### The metal 1 layer, run 1

Bar = 20 um. Supply wires on this layer in gray.
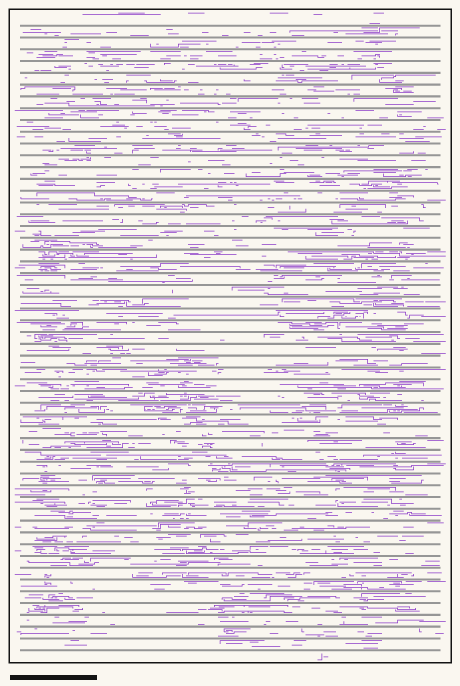
### Signal wires on met2, run 1

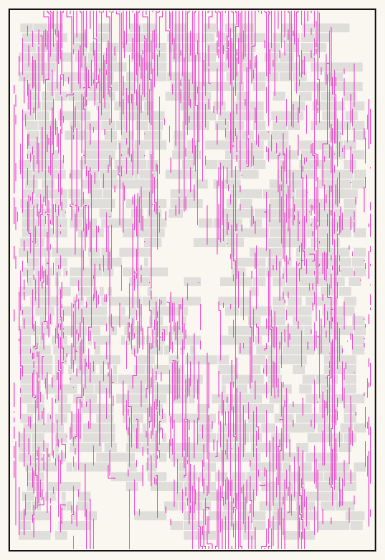
### The metal 3 layer, run 1

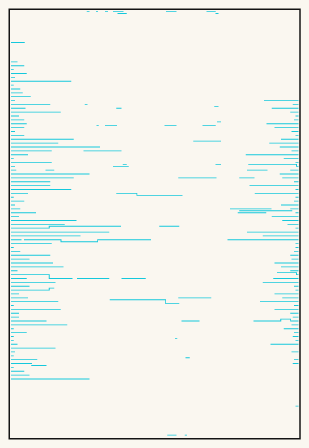
### The metal 4 layer, run 1

Bar = 20 um. Supply wires on this layer in gray.
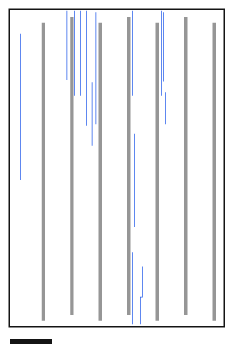
$ cat src/rtl/mem_arbiter_if.sv
// mem_arbiter_if: fetch port, load/store port and backing-memory port of mem_arbiter,
// plus the pipeline stall and error outputs. The arbiter uses the slave view.
interface mem_arbiter_if #(
  parameter int ADDR_W = 32,
  parameter int DATA_W = 32
);
  logic              i_req;
  logic [ADDR_W-1:0] i_addr;
  logic              i_ready;
  logic [DATA_W-1:0] i_rdata;
  logic              d_req;
  logic              d_we;
  logic [ADDR_W-1:0] d_addr;
  logic [DATA_W-1:0] d_wdata;
  logic              d_ready;
  logic [DATA_W-1:0] d_rdata;
  logic              m_req;
  logic              m_we;
  logic [ADDR_W-1:0] m_addr;
  logic [DATA_W-1:0] m_wdata;
  logic              m_ack;
  logic [DATA_W-1:0] m_rdata;
  logic              stall_if;
  logic              stall_mem;
  logic              err;

  modport slave (
    input  i_req, i_addr, d_req, d_we, d_addr, d_wdata, m_ack, m_rdata,
    output i_ready, i_rdata, d_ready, d_rdata, m_req, m_we, m_addr, m_wdata,
           stall_if, stall_mem, err
  );

  modport master (
    output i_req, i_addr, d_req, d_we, d_addr, d_wdata, m_ack, m_rdata,
    input  i_ready, i_rdata, d_ready, d_rdata, m_req, m_we, m_addr, m_wdata,
           stall_if, stall_mem, err
  );
endinterface

$ cat src/rtl/mem_arbiter.sv
// mem_arbiter: serialises instruction-fetch and load/store accesses onto one memory
// port with alternating tie-break, pipeline stall outputs and an acknowledge watchdog.
module mem_arbiter #(
  parameter int ADDR_W  = 32,
  parameter int DATA_W  = 32,
  parameter int TIMEOUT = 16
) (
  input logic          clk,
  input logic          reset,
  mem_arbiter_if.slave bus
);
  localparam int CNT_W = $clog2(TIMEOUT + 1);
  localparam logic [CNT_W-1:0] CNT_LAST = CNT_W'(TIMEOUT - 1);
  localparam logic [CNT_W-1:0] CNT_MAX  = CNT_W'(TIMEOUT);

  typedef enum logic [1:0] {
    IDLE  = 2'd0,
    IBUSY = 2'd1,
    DBUSY = 2'd2,
    DONE  = 2'd3
  } state_t;

  state_t            state_r;
  state_t            state_nx_s;
  logic              grant_i_s;
  logic              grant_d_s;
  logic              ack_s;
  logic              abort_s;
  logic [DATA_W-1:0] rdata_s;

  logic              last_d_r;
  logic [CNT_W-1:0]  cnt_r;
  logic              m_req_r;
  logic              m_we_r;
  logic [ADDR_W-1:0] m_addr_r;
  logic [DATA_W-1:0] m_wdata_r;
  logic              i_ready_r;
  logic [DATA_W-1:0] i_rdata_r;
  logic              d_ready_r;
  logic [DATA_W-1:0] d_rdata_r;
  logic              err_r;

  // State register
  always_ff @(posedge clk or negedge reset) begin
    if (!reset) begin
      state_r <= IDLE;
    end else begin
      state_r <= state_nx_s;
    end
  end

  // Next-state decode with grant, completion and watchdog-abort strobes
  always_comb begin
    state_nx_s = state_r;
    grant_i_s  = 1'b0;
    grant_d_s  = 1'b0;
    ack_s      = 1'b0;
    abort_s    = 1'b0;
    rdata_s    = {DATA_W{1'b0}};
    case (state_r)
      IDLE: begin
        // On a tie the port that was not served last wins
        if (bus.i_req && bus.d_req) begin
          if (last_d_r) begin
            grant_i_s = 1'b1;
          end else begin
            grant_d_s = 1'b1;
          end
        end else if (bus.i_req) begin
          grant_i_s = 1'b1;
        end else if (bus.d_req) begin
          grant_d_s = 1'b1;
        end else begin
          grant_i_s = 1'b0;
        end
        if (grant_i_s) begin
          state_nx_s = IBUSY;
        end else if (grant_d_s) begin
          state_nx_s = DBUSY;
        end else begin
          state_nx_s = IDLE;
        end
      end
      IBUSY, DBUSY: begin
        if (bus.m_ack) begin
          ack_s      = 1'b1;
          rdata_s    = bus.m_rdata;
          state_nx_s = DONE;
        end else if (cnt_r >= CNT_LAST) begin
          abort_s    = 1'b1;
          state_nx_s = DONE;
        end else begin
          state_nx_s = state_r;
        end
      end
      DONE: begin
        state_nx_s = IDLE;
      end
      default: begin
        state_nx_s = IDLE;
      end
    endcase
  end

  // Memory request, captured read data, ready pulses, watchdog counter and error flag
  always_ff @(posedge clk or negedge reset) begin
    if (!reset) begin
      last_d_r  <= 1'b0;
      cnt_r     <= {CNT_W{1'b0}};
      m_req_r   <= 1'b0;
      m_we_r    <= 1'b0;
      m_addr_r  <= {ADDR_W{1'b0}};
      m_wdata_r <= {DATA_W{1'b0}};
      i_ready_r <= 1'b0;
      i_rdata_r <= {DATA_W{1'b0}};
      d_ready_r <= 1'b0;
      d_rdata_r <= {DATA_W{1'b0}};
      err_r     <= 1'b0;
    end else begin
      i_ready_r <= 1'b0;
      d_ready_r <= 1'b0;
      if (grant_i_s) begin
        m_req_r   <= 1'b1;
        m_we_r    <= 1'b0;
        m_addr_r  <= bus.i_addr;
        m_wdata_r <= {DATA_W{1'b0}};
        last_d_r  <= 1'b0;
        cnt_r     <= {CNT_W{1'b0}};
      end else if (grant_d_s) begin
        m_req_r   <= 1'b1;
        m_we_r    <= bus.d_we;
        m_addr_r  <= bus.d_addr;
        m_wdata_r <= bus.d_wdata;
        last_d_r  <= 1'b1;
        cnt_r     <= {CNT_W{1'b0}};
      end else if (ack_s || abort_s) begin
        m_req_r <= 1'b0;
        if (state_r == IBUSY) begin
          i_ready_r <= 1'b1;
          i_rdata_r <= rdata_s;
        end else begin
          d_ready_r <= 1'b1;
          // Stores leave the load result untouched
          if (!m_we_r) begin
            d_rdata_r <= rdata_s;
          end
        end
        if (abort_s) begin
          err_r <= 1'b1;
        end
      end else if (((state_r == IBUSY) || (state_r == DBUSY)) && (cnt_r != CNT_MAX)) begin
        cnt_r <= cnt_r + CNT_W'(1);
      end
    end
  end

  assign bus.m_req     = m_req_r;
  assign bus.m_we      = m_we_r;
  assign bus.m_addr    = m_addr_r;
  assign bus.m_wdata   = m_wdata_r;
  assign bus.i_ready   = i_ready_r;
  assign bus.i_rdata   = i_rdata_r;
  assign bus.d_ready   = d_ready_r;
  assign bus.d_rdata   = d_rdata_r;
  assign bus.err       = err_r;
  assign bus.stall_if  = bus.i_req & ~i_ready_r;
  assign bus.stall_mem = bus.d_req & ~d_ready_r;
endmodule

$ cat src/flat_wrapper.sv
// flat-port wrapper written by rule: the top's interface ports become plain ports
module mem_arbiter_flat 
#(
  parameter int ADDR_W  = 32,
  parameter int DATA_W  = 32,
  parameter int TIMEOUT = 16
)
  (clk, reset, bus_i_req, bus_i_addr, bus_d_req, bus_d_we, bus_d_addr, bus_d_wdata, bus_m_ack, bus_m_rdata, bus_i_ready, bus_i_rdata, bus_d_ready, bus_d_rdata, bus_m_req, bus_m_we, bus_m_addr, bus_m_wdata, bus_stall_if, bus_stall_mem, bus_err);
  mem_arbiter_if #(.ADDR_W(ADDR_W), .DATA_W(DATA_W)) bus_i ();
  input logic clk;
  input logic reset;
  input wire logic [$bits(bus_i.i_req)-1:0] bus_i_req;
  input wire logic [$bits(bus_i.i_addr)-1:0] bus_i_addr;
  input wire logic [$bits(bus_i.d_req)-1:0] bus_d_req;
  input wire logic [$bits(bus_i.d_we)-1:0] bus_d_we;
  input wire logic [$bits(bus_i.d_addr)-1:0] bus_d_addr;
  input wire logic [$bits(bus_i.d_wdata)-1:0] bus_d_wdata;
  input wire logic [$bits(bus_i.m_ack)-1:0] bus_m_ack;
  input wire logic [$bits(bus_i.m_rdata)-1:0] bus_m_rdata;
  output wire logic [$bits(bus_i.i_ready)-1:0] bus_i_ready;
  output wire logic [$bits(bus_i.i_rdata)-1:0] bus_i_rdata;
  output wire logic [$bits(bus_i.d_ready)-1:0] bus_d_ready;
  output wire logic [$bits(bus_i.d_rdata)-1:0] bus_d_rdata;
  output wire logic [$bits(bus_i.m_req)-1:0] bus_m_req;
  output wire logic [$bits(bus_i.m_we)-1:0] bus_m_we;
  output wire logic [$bits(bus_i.m_addr)-1:0] bus_m_addr;
  output wire logic [$bits(bus_i.m_wdata)-1:0] bus_m_wdata;
  output wire logic [$bits(bus_i.stall_if)-1:0] bus_stall_if;
  output wire logic [$bits(bus_i.stall_mem)-1:0] bus_stall_mem;
  output wire logic [$bits(bus_i.err)-1:0] bus_err;
  assign bus_i.i_req = bus_i_req;
  assign bus_i.i_addr = bus_i_addr;
  assign bus_i.d_req = bus_d_req;
  assign bus_i.d_we = bus_d_we;
  assign bus_i.d_addr = bus_d_addr;
  assign bus_i.d_wdata = bus_d_wdata;
  assign bus_i.m_ack = bus_m_ack;
  assign bus_i.m_rdata = bus_m_rdata;
  assign bus_i_ready = bus_i.i_ready;
  assign bus_i_rdata = bus_i.i_rdata;
  assign bus_d_ready = bus_i.d_ready;
  assign bus_d_rdata = bus_i.d_rdata;
  assign bus_m_req = bus_i.m_req;
  assign bus_m_we = bus_i.m_we;
  assign bus_m_addr = bus_i.m_addr;
  assign bus_m_wdata = bus_i.m_wdata;
  assign bus_stall_if = bus_i.stall_if;
  assign bus_stall_mem = bus_i.stall_mem;
  assign bus_err = bus_i.err;
  mem_arbiter #(.ADDR_W(ADDR_W), .DATA_W(DATA_W), .TIMEOUT(TIMEOUT)) u_core (.clk(clk), .reset(reset), .bus(bus_i));
endmodule
$ cat config.mk
export PLATFORM = sky130hd
export DESIGN_NAME = mem_arbiter_flat
export DESIGN_NICKNAME = d
export VERILOG_FILES = /design/src/rtl/mem_arbiter_if.sv /design/src/rtl/mem_arbiter.sv /design/src/flat_wrapper.sv
export SDC_FILE = /design/constraint.sdc
export NUM_CORES = 1
export LEC_CHECK = 0
export CAP_MARGIN = 0
export CORE_ASPECT_RATIO = 1.5
export CORE_MARGIN = 2
export CORE_UTILIZATION = 44
export CTS_BUF_LIST = sky130_fd_sc_hd__clkbuf_4 sky130_fd_sc_hd__clkbuf_8
export DETAILED_ROUTE_END_ITERATION = 10
export GPL_TIMING_DRIVEN = 0
export PLACE_DENSITY_LB_ADDON = 0.12
export SLEW_MARGIN = 20
export SYNTH_ARGS = -nofsm -noshare
export SYNTH_HDL_FRONTEND = slang
export SYNTH_SLANG_ARGS = --single-unit
export TNS_END_PERCENT = 10
$ cat constraint.sdc
create_clock -name clk -period 3.4 [get_ports clk]
set_input_delay 0.85 -clock clk [delete_from_list [all_inputs] [get_ports clk]]
set_output_delay 0.85 -clock clk [all_outputs]
set_load 0.005 [all_outputs]
==> ci_impl_report.md, run 1 <==
## Synthesis and layout report

| Metric | Value |
|---|---|
| Clkbuf count | `18` |
| Peak supply drop | `423 uV` |
| Endpoints failing setup | `0` |
| Wirelength per Cell | `18.0 um` |
| Synthesized registers | `141` |
| Arrival time at the worst endpoint | `2130 ps` |
| Post-cts resize count | `0` |
| YS chip area | `0.00630 mm^2` |
| Full die area | `0.0153 mm^2` |
| Post-synth top area cell | `dfrtp_1` |
| # fillers | `1,066` |
| Routed wire length on met2 | `9.08 mm` |
| Later-pin clock latency in the skew report | `430 ps` |
| Top cells, area | `dfrtp_1 (56%), mux2_2 (17%), mux2_4 (7.6%)` |
| Multi-input gates | `293` |
| Syn Inst Count | `474` |
| Outcome | `finished, final reports clean` |
| Core Util, Final | `69.2%` |
| Critical path type | `in -> out` |
| Sequential-to-total area share from yosys stat | `56.0%` |
| Critical path depth | `3` |
| Nets@finish | `902` |
| Reg-to-reg startpoint | `u_core.cnt_r[0]` |
| Post-route ant nets | `0` |
| CP Launch Point | `bus_i_req` |
| Top logic family | `multiplexers` |
| Tool Warnings | `30` |
| Clk sink count | `141` |
| Comb area share | `26.1%` |
| DP Wirelength | `13.3 mm` |
| Slew HR | `58.0%` |
| Maximum clock frequency | `336 MHz` |
| Total track usage | `23.2%` |
| Fin worst setup slack | `419 ps` |
| Flop share of the area | `36.4%` |
| Uppermost layer routed | `met4` |
| Site Rows | `53` |
| Antenna cell count | `0` |
| Die width | `102 um` |
| Crit-path slowest cell | `clkdlybuf4s50_1` |
| Met3 global-route usage | `8.17%` |
| Top cell area share | `56.0%` |
| Synthesized area | `0.00630 mm^2` |
| Worst-Margin Slew | `630 ps` |
| Most numerous logic cell after layout | `clkdlybuf4s50_1` |
| Final period utilization | `87.7%` |
| Most used cell, CP | `clkdlybuf4s50_1` |
| CTS Buffer Depth | `2` |
| Count of plain and timing-repair buffers | `300` |
| Post-synthesis mux area share | `24.8%` |
| Top-count cell post-synth | `dfrtp_1` |
| 1st-pass router iterations | `4` |
| Element type at the critical path start | `input pin` |
| Layout cells sized above 1 | `23.1%` |
| Logic inverters | `9` |
| Chip height | `151 um` |
| Hold Vio Cnt, Final | `0` |
| PortBufs | `268` |
| DRC | `0` |
| Initial antenna violation count | `0` |
| CTS tree | `built` |
| Dominant register cell | `dfrtp_1` |
| Simple share | `9.04%` |
| Critical path endpoint category | `output pin` |
| Number of DRC markers in iteration 0 | `104` |
| Syn avg cell area | `13.3 um^2` |
| Seq cells | `141` |
| Cell family with most CP delay | `buffers and inverters` |
| CP max FO | `6` |
| Synth Area in Adders | `1.19%` |
| Leading cell kind | `flip-flops and latches` |
| Grt met2 use | `39.4%` |
| Clock-cell share | `4.52%` |
| H-tree levels | `4` |
| Distinct lib cells used | `40` |
| Layout non-clock buf frac | `30.1%` |
| CP cell instances | `clkdlybuf4s50_1 -> nor2b_1 -> clkdlybuf4s50_1` |
| Largest net degree at the start of global routing | `78` |
| Area Overhead vs Synth | `53.9%` |
| Total gr overflow | `0` |
| Pleak | `0.00441 uW` |
| First-pass GRT wire length | `27.5 mm` |
| CTS root buffer | `clkbuf_8` |
| Post-CTS setup buffers | `0` |
| Initial Util | `45.0%` |
| CTS clk-pin slew, worst paths | `80 ps` |
| Post-synthesis xor/xnor area fraction | `0.278%` |
| CTS buffer count | `17` |
| Post-synth top cells | `dfrtp_1 (141), mux2_2 (93), nand2_1 (53)` |
| Routability congestion estimate from global placement | `0.791` |
| Max-cap violations | `0` |
| CTS Hold Bufs | `0` |
| RSZ-0062 raised after global routing | `false` |
| CP bufs+invs | `2` |
| Vias in the first global route | `5,310` |
| R2R cell count | `7` |
| GRT Max-Usage Layer | `met2` |
| Ys Warns | `0` |
| Sequential standard cell area | `0.00353 mm^2` |
| Flip-flops with a built-in enable | `0` |
| Vias per Instance | `5.01` |
| Post-Place Worst Slack | `428 ps` |
| Met3 routed WL | `1.45 mm` |
| Max Clock Skew | `8.65 ps` |
| Pwr Total | `8110 uW` |
| Final Max Tran Viols | `0` |
| Post-Route M1 WL | `6.36 mm` |
| Asr flop ratio synth | `100%` |
| Critical Path Max Stage Delay | `580 ps` |
| Mapped Nets | `614` |
| Io pins | `269` |
| Worst Path Required | `2550 ps` |
| Most frequent cells in the layout | `clkdlybuf4s50_1 (267), dfrtp_1 (141), mux2_2 (93), nand2_1 (53), and3_1 (33)` |
| Min Tclk post-route | `2980 ps` |
| # Cells Yosys | `474` |
| Core Box Area | `0.0140 mm^2` |
| Well Taps | `192` |
| Min-delay worst type | `in -> async` |
| Ao+oa area frac | `4.93%` |
| Pwr Density | `837 mW/mm^2` |
| Logic area | `0.00253 mm^2` |
-- 'The metal 1 layer' (at the start) --
longest straight run	27.6 um
nets with wire on the layer	785
share of all routed wire	36%
main direction	horizontal
wire length on this layer	6,360 um
drt total wl: 17.4 mm
Via Count: 4,838
met1 Usage GRT: 26.2%

-- 'Signal wires on met2' (at the start) --
share of all routed wire	52%
main direction	vertical
nets with wire on the layer	817
longest straight run	69.7 um
wire length on this layer	9,080 um

-- 'The metal 3 layer' (at the start) --
main direction	horizontal
nets with wire on the layer	171
wire length on this layer	1,450 um
share of all routed wire	8.3%
longest straight run	34.3 um

-- 'The metal 4 layer' (at the start) --
main direction	vertical
wire length on this layer	554 um

==> run 1: worst paths after layout <==
kind | slack (ps) | endpoint
worst max-delay path | 420 | bus_stall_if
worst min-delay path | 370 | u_core.bus.d_rdata[15]
worst min register to register | 480 | u_core.bus.m_req
max in group asynchronous | 2270 | u_core.bus.m_addr[6]
worst max register to register | 870 | u_core.bus.i_rdata[26]
min in group clk | 480 | u_core.bus.m_req
==> run 1: metrics by stage <==
stage	area (um^2)	hold WS, ps	TNS, ps	cells
2_1_floorplan	6300	460	0	474
3_3_place_gp	9220	450	-590940	934
3_5_place_dp	9250	469	0	935
4_1_cts	9690	398	0	966
5_1_grt	9690	408	0	966
6_report	9690	372	0	966
==> run 1: report_power, final <==
group          switching [uW]  internal, uW
combinational            1430          2420
sequential                391          2380
clock                     661           820
### Routing congestion map, run 1

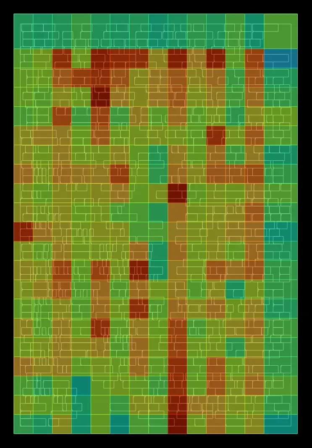

--- run 2 (diff from run 1) ---
--- a/config.mk
+++ b/config.mk
@@ -5,10 +5,11 @@
 export SDC_FILE = /design/constraint.sdc
 export NUM_CORES = 1
 export LEC_CHECK = 0
+export ABC_AREA = 1
 export CAP_MARGIN = 0
 export CORE_ASPECT_RATIO = 1.5
 export CORE_MARGIN = 2
-export CORE_UTILIZATION = 44
+export CORE_UTILIZATION = 23
 export CTS_BUF_LIST = sky130_fd_sc_hd__clkbuf_4 sky130_fd_sc_hd__clkbuf_8
 export DETAILED_ROUTE_END_ITERATION = 10
 export GPL_TIMING_DRIVEN = 0
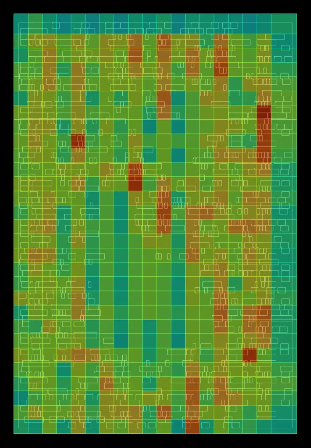
*Routing congestion map, run 2*
total track usage: 15.3%
GRT Max-Usage Layer: met2
met1 Usage GRT: 17.7%
met3 global-route usage: 5.64%
Core Util, Final: 37.2%

==> run 2 against run 1 <==
- largest cell class unchanged
- sequential power about the same
- critical path depth grew 1
- flip-flop count is the same
==> ci_impl_report.md, run 2 <==
## Synthesis and layout report

| Metric | Value |
|---|---|
| CP cell instances | `clkdlybuf4s50_1 -> inv_1 -> nor2_1 -> clkdlybuf4s50_1 (was clkdlybuf4s50_1 -> nor2b_1 -> clkdlybuf4s50_1)` |
| Clkbuf count | `21 (was 18)` |
| WHS | `282 ps (was 372 ps)` |
| RSZ-0062 raised after global routing | `false (unchanged)` |
| Dpl cell area | `0.00922 mm^2 (was 0.00925 mm^2)` |
| Maximum clock frequency | `330 MHz (was 336 MHz)` |
| Clock power share | `17.6% (was 18.3%)` |
| Syn Inst Count | `675 (was 474)` |
| Pwr Density | `815 mW/mm^2 (was 837 mW/mm^2)` |
| Nets@finish | `1,104 (was 902)` |
| Tool Warnings | `30 (unchanged)` |
| Top cells, area | `dfrtp_1 (58%), nand2_1 (13%), o21ai_0 (5.5%) (was dfrtp_1 (56%), mux2_2 (17%), mux2_4 (7.6%))` |
| # Cells Yosys | `675 (was 474)` |
| Worst-Margin Slew | `562 ps (was 630 ps)` |
| Arrival time at the worst endpoint | `2180 ps (was 2130 ps)` |
| Number of DRC markers in iteration 0 | `206 (was 104)` |
| First-pass GRT wire length | `32.7 mm (was 27.5 mm)` |
| Worst setup path end | `bus_stall_if (unchanged)` |
| Comb area share | `21.0% (was 26.1%)` |
| Synthesized area | `0.00606 mm^2 (was 0.00630 mm^2)` |
| Wirelength per Cell | `15.8 um (was 18.0 um)` |
| Later-pin clock latency in the skew report | `450 ps (was 430 ps)` |
| Leading cell kind | `flip-flops and latches (unchanged)` |
| Min Tclk post-route | `3030 ps (was 2980 ps)` |
| Max Clock Skew | `8.71 ps (was 8.65 ps)` |
| Final Max Tran Viols | `0 (unchanged)` |
| Net Sw Frac | `35.8% (was 30.7%)` |
| CP bufs+invs | `3 (was 2)` |
| Die width | `137 um (was 102 um)` |
| Post-route ant nets | `0 (unchanged)` |
| Reg power frac | `35.4% (was 34.2%)` |
| Dominant register cell | `dfrtp_1 (unchanged)` |
| Pwr Total | `7840 uW (was 8110 uW)` |
| Crit-path slowest cell | `clkdlybuf4s50_1 (unchanged)` |
| Vias per Instance | `4.27 (was 5.01)` |
| Initial antenna violation count | `0 (unchanged)` |
| CTS Buffer Depth | `2 (unchanged)` |
| Most frequent cells in the layout | `clkdlybuf4s50_1 (267), nand2_1 (208), dfrtp_1 (141), inv_1 (80), o21ai_0 (67) (was clkdlybuf4s50_1 (267), dfrtp_1 (141), mux2_2 (93), nand2_1 (53), and3_1 (33))` |
| Placed Cells | `1,278 (was 935)` |
| Grt met2 use | `26.5% (was 39.4%)` |
| Distinct lib cells used | `23 (was 40)` |
| Asr flop ratio synth | `100% (unchanged)` |
| Top-count cell post-synth | `nand2_1 (was dfrtp_1)` |
| CTS buffer count | `17 (unchanged)` |
| Setup TNS | `0 ps (unchanged)` |
| Fin cells | `1,310 (was 966)` |
| Max-cap violations | `0 (unchanged)` |
| CTS clk-pin slew, worst paths | `80 ps (about the same)` |
| Antenna cell count | `0 (unchanged)` |
| Final period utilization | `89.0% (was 87.7%)` |
| Syn avg cell area | `8.98 um^2 (was 13.3 um^2)` |
| Critical path type | `in -> out (unchanged)` |
| Pint | `5030 uW (was 5620 uW)` |
| Top power group | `combinational cells (unchanged)` |
| Post-synth top cells | `nand2_1 (208), dfrtp_1 (141), inv_1 (80) (was dfrtp_1 (141), mux2_2 (93), nand2_1 (53))` |
| DRC | `0 (unchanged)` |
| CP max FO | `5 (was 6)` |
| Vias in the first global route | `5,878 (was 5,310)` |
| Layout cells sized above 1 | `6.76% (was 23.1%)` |
| Chip height | `203 um (was 151 um)` |
| Area Overhead vs Synth | `58.6% (was 53.9%)` |
| Mapped Nets | `815 (was 614)` |
| Count of plain and timing-repair buffers | `312 (was 300)` |
| Seq cells | `141 (unchanged)` |
| Full die area | `0.0277 mm^2 (was 0.0153 mm^2)` |
| CTS Hold Bufs | `0 (unchanged)` |
| Site Rows | `72 (was 53)` |
| Endpoints failing setup | `0 (unchanged)` |
| Element type at the critical path start | `input pin (unchanged)` |
| Via Count | `5,599 (was 4,838)` |
| Routability congestion estimate from global placement | `0.730 (was 0.791)` |
| Peak supply drop | `286 uV (was 423 uV)` |
| Clk sink count | `141 (unchanged)` |
| Sequential-to-total area share from yosys stat | `58.2% (was 56.0%)` |
| Met3 routed WL | `1.78 mm (was 1.45 mm)` |
| CP Launch Point | `bus_i_req (unchanged)` |
| Most used cell, CP | `clkdlybuf4s50_1 (unchanged)` |
| CTS root buffer | `clkbuf_8 (unchanged)` |
| Sequential standard cell area | `0.00353 mm^2 (unchanged)` |
| Well Taps | `333 (was 192)` |
| Logic area | `0.00202 mm^2 (was 0.00253 mm^2)` |
| Hold Vio Cnt, Final | `0 (unchanged)` |
| Critical R2R Capture | `u_core.bus.d_rdata[16] (was u_core.bus.i_rdata[26])` |
| YS chip area | `0.00606 mm^2 (was 0.00630 mm^2)` |
| Post-Place Worst Slack | `346 ps (was 428 ps)` |
| Ys Warns | `0 (unchanged)` |
| Post-cts resize count | `0 (unchanged)` |
| Flip-flops with a built-in enable | `0 (unchanged)` |
| PortBufs | `268 (unchanged)` |
| Post-synth top area cell | `dfrtp_1 (unchanged)` |
| Pleak | `0.00456 uW (was 0.00441 uW)` |
| DP Wirelength | `15.4 mm (was 13.3 mm)` |
| Total gr overflow | `0 (unchanged)` |
| Layout non-clock buf frac | `30.7% (was 30.1%)` |
| # fillers | `2,672 (was 1,066)` |
| Critical Path Max Stage Delay | `610 ps (was 580 ps)` |
| Clock Power | `1380 uW (was 1480 uW)` |
| Synthesized registers | `141 (unchanged)` |
| Clock-cell share | `4.10% (was 4.52%)` |
| Top cell area share | `58.2% (was 56.0%)` |
| H-tree levels | `4 (unchanged)` |
| Outcome | `finished, final reports clean (unchanged)` |
| Core Box Area | `0.0259 mm^2 (was 0.0140 mm^2)` |
| CTS tree | `built (unchanged)` |
| Routed wire length on met2 | `10.5 mm (was 9.08 mm)` |
| Combinational fraction of design power | `47.1% (was 47.6%)` |
| Post-Route M1 WL | `8.25 mm (was 6.36 mm)` |
| Drt total wl | `20.7 mm (was 17.4 mm)` |
| Combinational cell power | `3690 uW (was 3860 uW)` |
| Uppermost layer routed | `met4 (unchanged)` |
| Io pins | `269 (unchanged)` |
| Flop share of the area | `36.7% (was 36.4%)` |
| Critical path endpoint category | `output pin (unchanged)` |
| Fin worst setup slack | `373 ps (was 419 ps)` |
| Flop2flop setup slack | `1370 ps (was 870 ps)` |
| Sw Pwr | `2810 uW (was 2490 uW)` |
| Most numerous logic cell after layout | `clkdlybuf4s50_1 (unchanged)` |
| Worst Path Required | `2550 ps (about the same)` |
| Logic inverters | `82 (was 9)` |
| Post-Layout Inst Area | `0.00962 mm^2 (was 0.00969 mm^2)` |
| Min-delay worst type | `in -> async (unchanged)` |
| Cell family with most CP delay | `buffers and inverters (unchanged)` |
| Largest net degree at the start of global routing | `51 (was 78)` |
| Reg-to-reg startpoint | `u_core.cnt_r[0] (unchanged)` |
| Initial Util | `23.5% (was 45.0%)` |
| Critical path depth | `4 (was 3)` |
| 1st-pass router iterations | `4 (unchanged)` |
| Multi-input gates | `410 (was 293)` |
| Seq group | `2770 uW (about the same)` |
| Slew HR | `62.6% (was 58.0%)` |
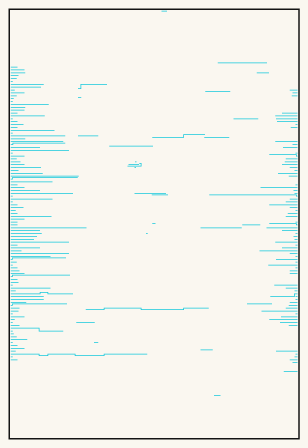
*The metal 3 layer, run 2*
main direction	horizontal
longest straight run	41.2 um
share of all routed wire	8.6%
wire length on this layer	1,780 um
nets with wire on the layer	190

-- run 2: cell types whose count changed after synthesis, moves of 6 or more --
cell | previous run | this run
a21oi_1 | 30 | 0
a22o_1 | 9 | 0
a2bb2oi_1 | 0 | 31
and3_1 | 33 | 0
buf_2 | 7 | 20
inv_1 | 9 | 80
mux2_2 | 93 | 0
mux2_4 | 32 | 0
nand2_1 | 53 | 208
nand3_1 | 1 | 9
nand4_1 | 1 | 33
nor2_1 | 5 | 11
o21ai_0 | 2 | 67
o21ai_1 | 1 | 36
-- run 2: logic make-up (layout without fill, tap and decap cells) --
kind of cell	count (synthesis)	in the layout	synth area share [%]
adders and majority gates	6	6	1.24
DFF	141	141	58.2
and+or+nand+nor	265	265	18.3
AOI/OAI and AO/OA	139	139	13.7
buffers and inverters	124	426	8.52
Power is estimated from default activity; no workload was simulated.
